--- config.mk ---
export PLATFORM = sky130hd
export DESIGN_NAME = interrupter_nch
export DESIGN_NICKNAME = d
export VERILOG_FILES = /design/src/rtl/interrupter_nch_pkg.sv /design/src/rtl/interrupter_nch_irq_gateway.sv /design/src/rtl/interrupter_nch.sv
export SDC_FILE = /design/constraint.sdc
export NUM_CORES = 1
export LEC_CHECK = 0
export ABC_AREA = 1
export CELL_PAD_IN_SITES_DETAIL_PLACEMENT = 1
export CELL_PAD_IN_SITES_GLOBAL_PLACEMENT = 1
export CORE_UTILIZATION = 35
export DETAILED_ROUTE_END_ITERATION = 8
export PLACE_DENSITY_LB_ADDON = 0.1
export SLEW_MARGIN = 20
export SYNTH_ARGS = -nofsm -noshare
export SYNTH_HDL_FRONTEND = slang
export SYNTH_SLANG_ARGS = --single-unit
export TNS_END_PERCENT = 20
--- constraint.sdc ---
create_clock -name clk -period 8.5 [get_ports clk]
set_clock_uncertainty 0.15 [all_clocks]
set_input_delay 1.7 -clock clk [delete_from_list [all_inputs] [get_ports clk]]
set_output_delay 1.7 -clock clk [all_outputs]
set_load 0.02 [all_outputs]
--- src/rtl/interrupter_nch_pkg.sv ---
// Shared constants for the multi-channel interrupter: register map, ID width
// and helpers that map channel indices to IDs and priority register addresses.
package interrupter_nch_pkg;

    localparam int ID_W = 6;

    typedef logic [ID_W-1:0] irq_id_t;

    localparam irq_id_t NONE_ID = '0;

    localparam logic [5:0] ADR_ENABLE    = 6'h00;
    localparam logic [5:0] ADR_MODE      = 6'h01;
    localparam logic [5:0] ADR_THRESH    = 6'h02;
    localparam logic [5:0] ADR_PENDING   = 6'h03;
    localparam logic [5:0] ADR_INSERVICE = 6'h04;
    localparam logic [5:0] ADR_PRI_BASE  = 6'h10;

    // Channel index i is reported to software as ID i+1; ID 0 means "none".
    function automatic irq_id_t chan_id(input int idx);
        return irq_id_t'(idx + 1);
    endfunction

    function automatic logic [5:0] pri_adr(input int idx);
        return ADR_PRI_BASE + 6'(idx);
    endfunction

endpackage

--- src/rtl/interrupter_nch_irq_gateway.sv ---
// Per-channel gateway: synchroniser, edge detect, pending and in-service flops.
// Set always beats clear so that no edge or claim is ever silently lost.
module irq_gateway (
    input  logic clk,
    input  logic rst_n,
    input  logic irq,
    input  logic edge_mode,
    input  logic clr_edge,
    input  logic set_is,
    input  logic clr_is,
    output logic pending,
    output logic in_service
);

    logic s1_reg;
    logic s2_reg;
    logic s3_reg;

    always_ff @(posedge clk or negedge rst_n) begin
        if (!rst_n) begin
            s1_reg     <= 1'b0;
            s2_reg     <= 1'b0;
            s3_reg     <= 1'b0;
            pending    <= 1'b0;
            in_service <= 1'b0;
        end else begin
            s1_reg <= irq;
            s2_reg <= s1_reg;
            s3_reg <= s2_reg;

            if (!edge_mode) begin
                pending <= s2_reg;
            end else if (s2_reg && !s3_reg) begin
                pending <= 1'b1;
            end else if (clr_edge) begin
                pending <= 1'b0;
            end

            if (set_is) begin
                in_service <= 1'b1;
            end else if (clr_is) begin
                in_service <= 1'b0;
            end
        end
    end

endmodule

--- src/rtl/interrupter_nch.sv ---
// Multi-channel interrupter: config/status registers, priority arbitration and
// claim/complete handshake feeding g_interrupt / g_interrupt_1shot to the core.
module interrupter_nch
    import interrupter_nch_pkg::*;
#(
    parameter int NCH   = 8,
    parameter int PRI_W = 3
) (
    input  logic            clk,
    input  logic            rst_n,
    input  logic [NCH-1:0]  irq_in,
    input  logic            csr_meie,
    input  logic            interrupt_clear,
    input  logic            cfg_we,
    input  logic [5:0]      cfg_wadr,
    input  logic [31:0]     cfg_wdata,
    input  logic [5:0]      cfg_radr,
    output logic [31:0]     cfg_rdata,
    input  logic            claim_re,
    output logic [ID_W-1:0] claim_id,
    input  logic            complete_we,
    input  logic [ID_W-1:0] complete_id,
    output logic            g_interrupt,
    output logic            g_interrupt_1shot
);

    logic [NCH-1:0]   enable_reg;
    logic [NCH-1:0]   mode_reg;
    logic [PRI_W-1:0] thresh_reg;
    logic [PRI_W-1:0] pri_reg [NCH];

    logic [NCH-1:0]   pending;
    logic [NCH-1:0]   in_service;
    logic [NCH-1:0]   eligible;
    logic [NCH-1:0]   clr_edge;
    logic [NCH-1:0]   set_is;
    logic [NCH-1:0]   clr_is;

    irq_id_t          best_id_reg;
    logic [PRI_W-1:0] best_pri_reg;
    irq_id_t          arb_id;
    logic [PRI_W-1:0] arb_pri;
    logic             g_int_next;
    logic             w1c;
    logic             claim_hit;
    logic [31:0]      rdata_next;
    logic             unused_wdata;

    assign unused_wdata = ^cfg_wdata;
    assign w1c          = cfg_we && (cfg_wadr == ADR_PENDING);
    // best_pri is zero exactly when best_id is NONE, so this also filters empty claims.
    assign claim_hit    = claim_re && (best_pri_reg != '0);

    for (genvar gi = 0; gi < NCH; gi++) begin : g_chan
        assign eligible[gi] = pending[gi] & enable_reg[gi] & ~in_service[gi]
                            & (pri_reg[gi] != '0);
        assign set_is[gi]   = claim_hit && (best_id_reg == chan_id(gi));
        assign clr_edge[gi] = interrupt_clear | (w1c & cfg_wdata[gi]) | set_is[gi];
        assign clr_is[gi]   = complete_we && (complete_id == chan_id(gi));

        irq_gateway u_gateway (
            .clk        (clk),
            .rst_n      (rst_n),
            .irq        (irq_in[gi]),
            .edge_mode  (mode_reg[gi]),
            .clr_edge   (clr_edge[gi]),
            .set_is     (set_is[gi]),
            .clr_is     (clr_is[gi]),
            .pending    (pending[gi]),
            .in_service (in_service[gi])
        );
    end

    // Strict compare keeps the lowest index on priority ties.
    always_comb begin
        arb_id  = NONE_ID;
        arb_pri = '0;
        for (int i = 0; i < NCH; i++) begin
            if (eligible[i] && (pri_reg[i] > arb_pri)) begin
                arb_pri = pri_reg[i];
                arb_id  = chan_id(i);
            end
        end
    end

    assign g_int_next = csr_meie && (arb_pri > thresh_reg);

    always_comb begin
        rdata_next = '0;
        case (cfg_radr)
            ADR_ENABLE:    rdata_next[NCH-1:0]   = enable_reg;
            ADR_MODE:      rdata_next[NCH-1:0]   = mode_reg;
            ADR_THRESH:    rdata_next[PRI_W-1:0] = thresh_reg;
            ADR_PENDING:   rdata_next[NCH-1:0]   = pending;
            ADR_INSERVICE: rdata_next[NCH-1:0]   = in_service;
            default: begin
                for (int i = 0; i < NCH; i++) begin
                    if (cfg_radr == pri_adr(i)) begin
                        rdata_next[PRI_W-1:0] = pri_reg[i];
                    end
                end
            end
        endcase
    end

    always_ff @(posedge clk or negedge rst_n) begin
        if (!rst_n) begin
            enable_reg <= '0;
            mode_reg   <= '0;
            thresh_reg <= '0;
            for (int i = 0; i < NCH; i++) begin
                pri_reg[i] <= '0;
            end
        end else if (cfg_we) begin
            case (cfg_wadr)
                ADR_ENABLE: enable_reg <= cfg_wdata[NCH-1:0];
                ADR_MODE:   mode_reg   <= cfg_wdata[NCH-1:0];
                ADR_THRESH: thresh_reg <= cfg_wdata[PRI_W-1:0];
                default: begin
                    for (int i = 0; i < NCH; i++) begin
                        if (cfg_wadr == pri_adr(i)) begin
                            pri_reg[i] <= cfg_wdata[PRI_W-1:0];
                        end
                    end
                end
            endcase
        end
    end

    always_ff @(posedge clk or negedge rst_n) begin
        if (!rst_n) begin
            best_id_reg       <= NONE_ID;
            best_pri_reg      <= '0;
            g_interrupt       <= 1'b0;
            g_interrupt_1shot <= 1'b0;
            claim_id          <= NONE_ID;
            cfg_rdata         <= '0;
        end else begin
            best_id_reg       <= arb_id;
            best_pri_reg      <= arb_pri;
            g_interrupt       <= g_int_next;
            g_interrupt_1shot <= g_int_next & ~g_interrupt;
            cfg_rdata         <= rdata_next;
            if (claim_re) begin
                claim_id <= best_id_reg;
            end
        end
    end

endmodule

met2.png
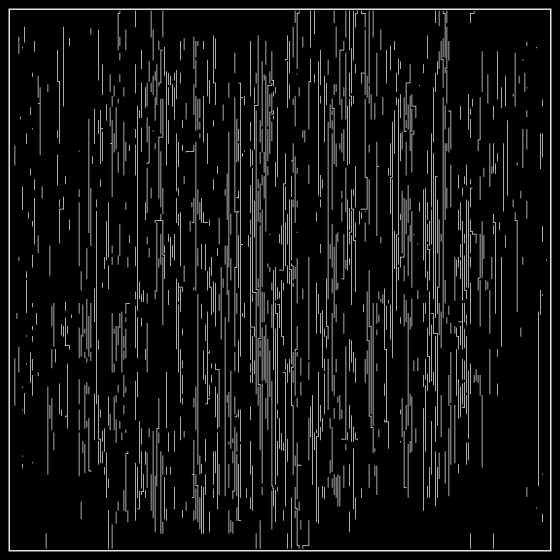
The longest straight run is 64.6 µm. The layer holds 46% of the routed length. 708 nets have wire on it. The wires run mostly vertical.

met1.png
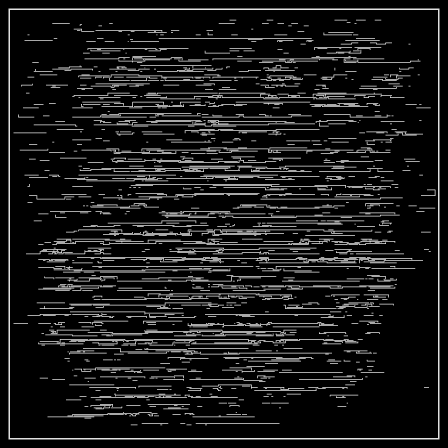
The longest straight run is 47.8 µm. The wires run mostly horizontal. The layer carries 7600 µm of wire. The layer holds 49% of the routed length.

## cell usage in the layout, fill, tap and decap left out, types with 2 or more instances in the layout
cell type / instances
sky130_fd_sc_hd__or2_2: 2
sky130_fd_sc_hd__o21ai_0: 49
sky130_fd_sc_hd__nand3_2: 14
sky130_fd_sc_hd__o22ai_1: 5
sky130_fd_sc_hd__nor3_1: 11
sky130_fd_sc_hd__o211ai_1: 2
sky130_fd_sc_hd__buf_4: 31
sky130_fd_sc_hd__nand4_1: 4
sky130_fd_sc_hd__o21bai_1: 8
sky130_fd_sc_hd__a31oi_1: 4
sky130_fd_sc_hd__conb_1: 26
sky130_fd_sc_hd__clkdlybuf4s50_1: 53
sky130_fd_sc_hd__ha_1: 9
sky130_fd_sc_hd__dfrtp_1: 104
sky130_fd_sc_hd__ha_4: 5
sky130_fd_sc_hd__a211oi_1: 2
sky130_fd_sc_hd__nor4_1: 10
sky130_fd_sc_hd__nor2_1: 58
sky130_fd_sc_hd__o21ai_2: 7
sky130_fd_sc_hd__nor2_2: 4
sky130_fd_sc_hd__clkbuf_16: 9
sky130_fd_sc_hd__nand2_4: 11
sky130_fd_sc_hd__clkinv_8: 3
sky130_fd_sc_hd__o31ai_1: 10
sky130_fd_sc_hd__a22oi_1: 7
sky130_fd_sc_hd__inv_2: 3
sky130_fd_sc_hd__nand2_2: 7
sky130_fd_sc_hd__a21oi_1: 7
sky130_fd_sc_hd__inv_1: 90
sky130_fd_sc_hd__clkinv_4: 2
sky130_fd_sc_hd__o221ai_1: 6
sky130_fd_sc_hd__nand2_1: 132
sky130_fd_sc_hd__nand3_1: 43
sky130_fd_sc_hd__o21ai_4: 2
## synthesized netlist by cell type (5+ instances only)
master / count / area [µm²]
sky130_fd_sc_hd__o21ai_0: 58 / 290
sky130_fd_sc_hd__o22ai_1: 6 / 37.5
sky130_fd_sc_hd__nor4_1: 10 / 62.6
sky130_fd_sc_hd__nand2_1: 134 / 503
sky130_fd_sc_hd__clkbuf_1: 5 / 18.8
sky130_fd_sc_hd__o31ai_1: 10 / 75.1
sky130_fd_sc_hd__ha_1: 14 / 175
sky130_fd_sc_hd__nor2_1: 61 / 229
sky130_fd_sc_hd__nor3_1: 12 / 60.1
sky130_fd_sc_hd__o21bai_1: 8 / 60.1
sky130_fd_sc_hd__nand3_2: 12 / 120
sky130_fd_sc_hd__nand2_4: 11 / 124
sky130_fd_sc_hd__o221ai_1: 6 / 52.6
sky130_fd_sc_hd__dfrtp_1: 104 / 2600
sky130_fd_sc_hd__a22oi_1: 7 / 52.6
sky130_fd_sc_hd__nand2_2: 5 / 31.3
sky130_fd_sc_hd__a21oi_1: 7 / 35.0
sky130_fd_sc_hd__nand3_1: 46 / 230
sky130_fd_sc_hd__inv_1: 92 / 345
sky130_fd_sc_hd__buf_4: 26 / 195
## power by group through the flow
stage	Combinational [µW]	Clock (µW)	Sequential, µW
after global placement	227	0	590
after detailed placement	237	0	592
after floorplan	149	0	584
after global routing	289	454	592
after CTS	239	435	583
final	256	423	585
## timing repair
item                       CTS  global route
hold endpoints to repair     0             0
setup buffers                0             2
pin swaps                    0            10
cloned                       0             0
gates resized                9            32
setup endpoints to repair    2             3
==> run notes <==
Status of the implementation.

- For this run, global-route usage on met1 was measured as 28.2%.
- Of the total synthesized cell area, the portion taken by XOR and XNOR cells is 0%.
- The flow ran to the end, and the final reports show no timing, DRC or antenna violations.
- The synthesis area per yosys is 0.00552 mm², for reference.
- The first element of the critical path is g_chan[0].u_gateway.in_service$_DFFE_PN0P_, for reference.
- Nets still carrying antenna violations after routing amount to 0.
- The power density of the placed cells is 183 mW/mm², for reference.
- In this run the worst hold path is classified as reg2reg.
- The cell-mix breakdown from Yosys lists the simple-gate area share as 25.8%.
- The clock network is responsible for 33.5% of the overall power.
- The total negative setup slack is 0 ns, for reference.
- Sequential cells account for 46.2% of the total power.
- For the worst setup path, the data required time is 8.61 ns.
- The tapcell count is 211, for reference.
- The clock-cell share of area is 4.50%, for reference.
- The number of antenna violations at the first check in global routing is 0.
- For reference, full adder, half adder and majority cells occupy 3.17% of the area reported after synthesis.
- In this run, the combinational gates consume 20.3% of the power.
- The number of pins with negative max-slew slack in the final report is 0, for reference.
- In this design, the largest share of critical-path delay is due to simple AND/OR/NAND/NOR gates.
- The clock-pin transition on the worst setup and hold timing paths is 0.08 ns, for reference.
- The synthesized design contains 0 enable-type register cells.
- The layout summary lists the proportion of cells stronger than drive strength 1 as 14.6%.
- Before placement the cells fill 36.1% of the core.
- The routed via count is 4708, for reference.
- The cell total in the yosys stat output is 664, for reference.
- Per the placement log, port buffering inserted 54 buffers.
- The layer carrying the most global-route usage is met2, for reference.
- The maximum frequency from static timing analysis is 0.125 GHz, for reference.
- In the post-route report, total wirelength is listed as 15.5 mm.
- Summing the areas of all compound-gate instances in the mapped netlist gives 13.6% of the synthesized area.
- Buffers inserted to repair hold after CTS numbered 0.
- VDD sags by at most 0.127 mV.
- The synthesis report lists the Yosys warning total as 0.
- Per the OpenROAD power report, leakage power amounts to 0.00321 µW.
- In this run, CTS created clock tree buffers numbering 9.
- Counting I/O delays and the setup requirement, the final critical path takes 7.98 ns.
- The cell area that synthesis handed to floorplanning was 0.00552 mm².
Power figures rest on the tool's default switching activity, not on a simulated workload.
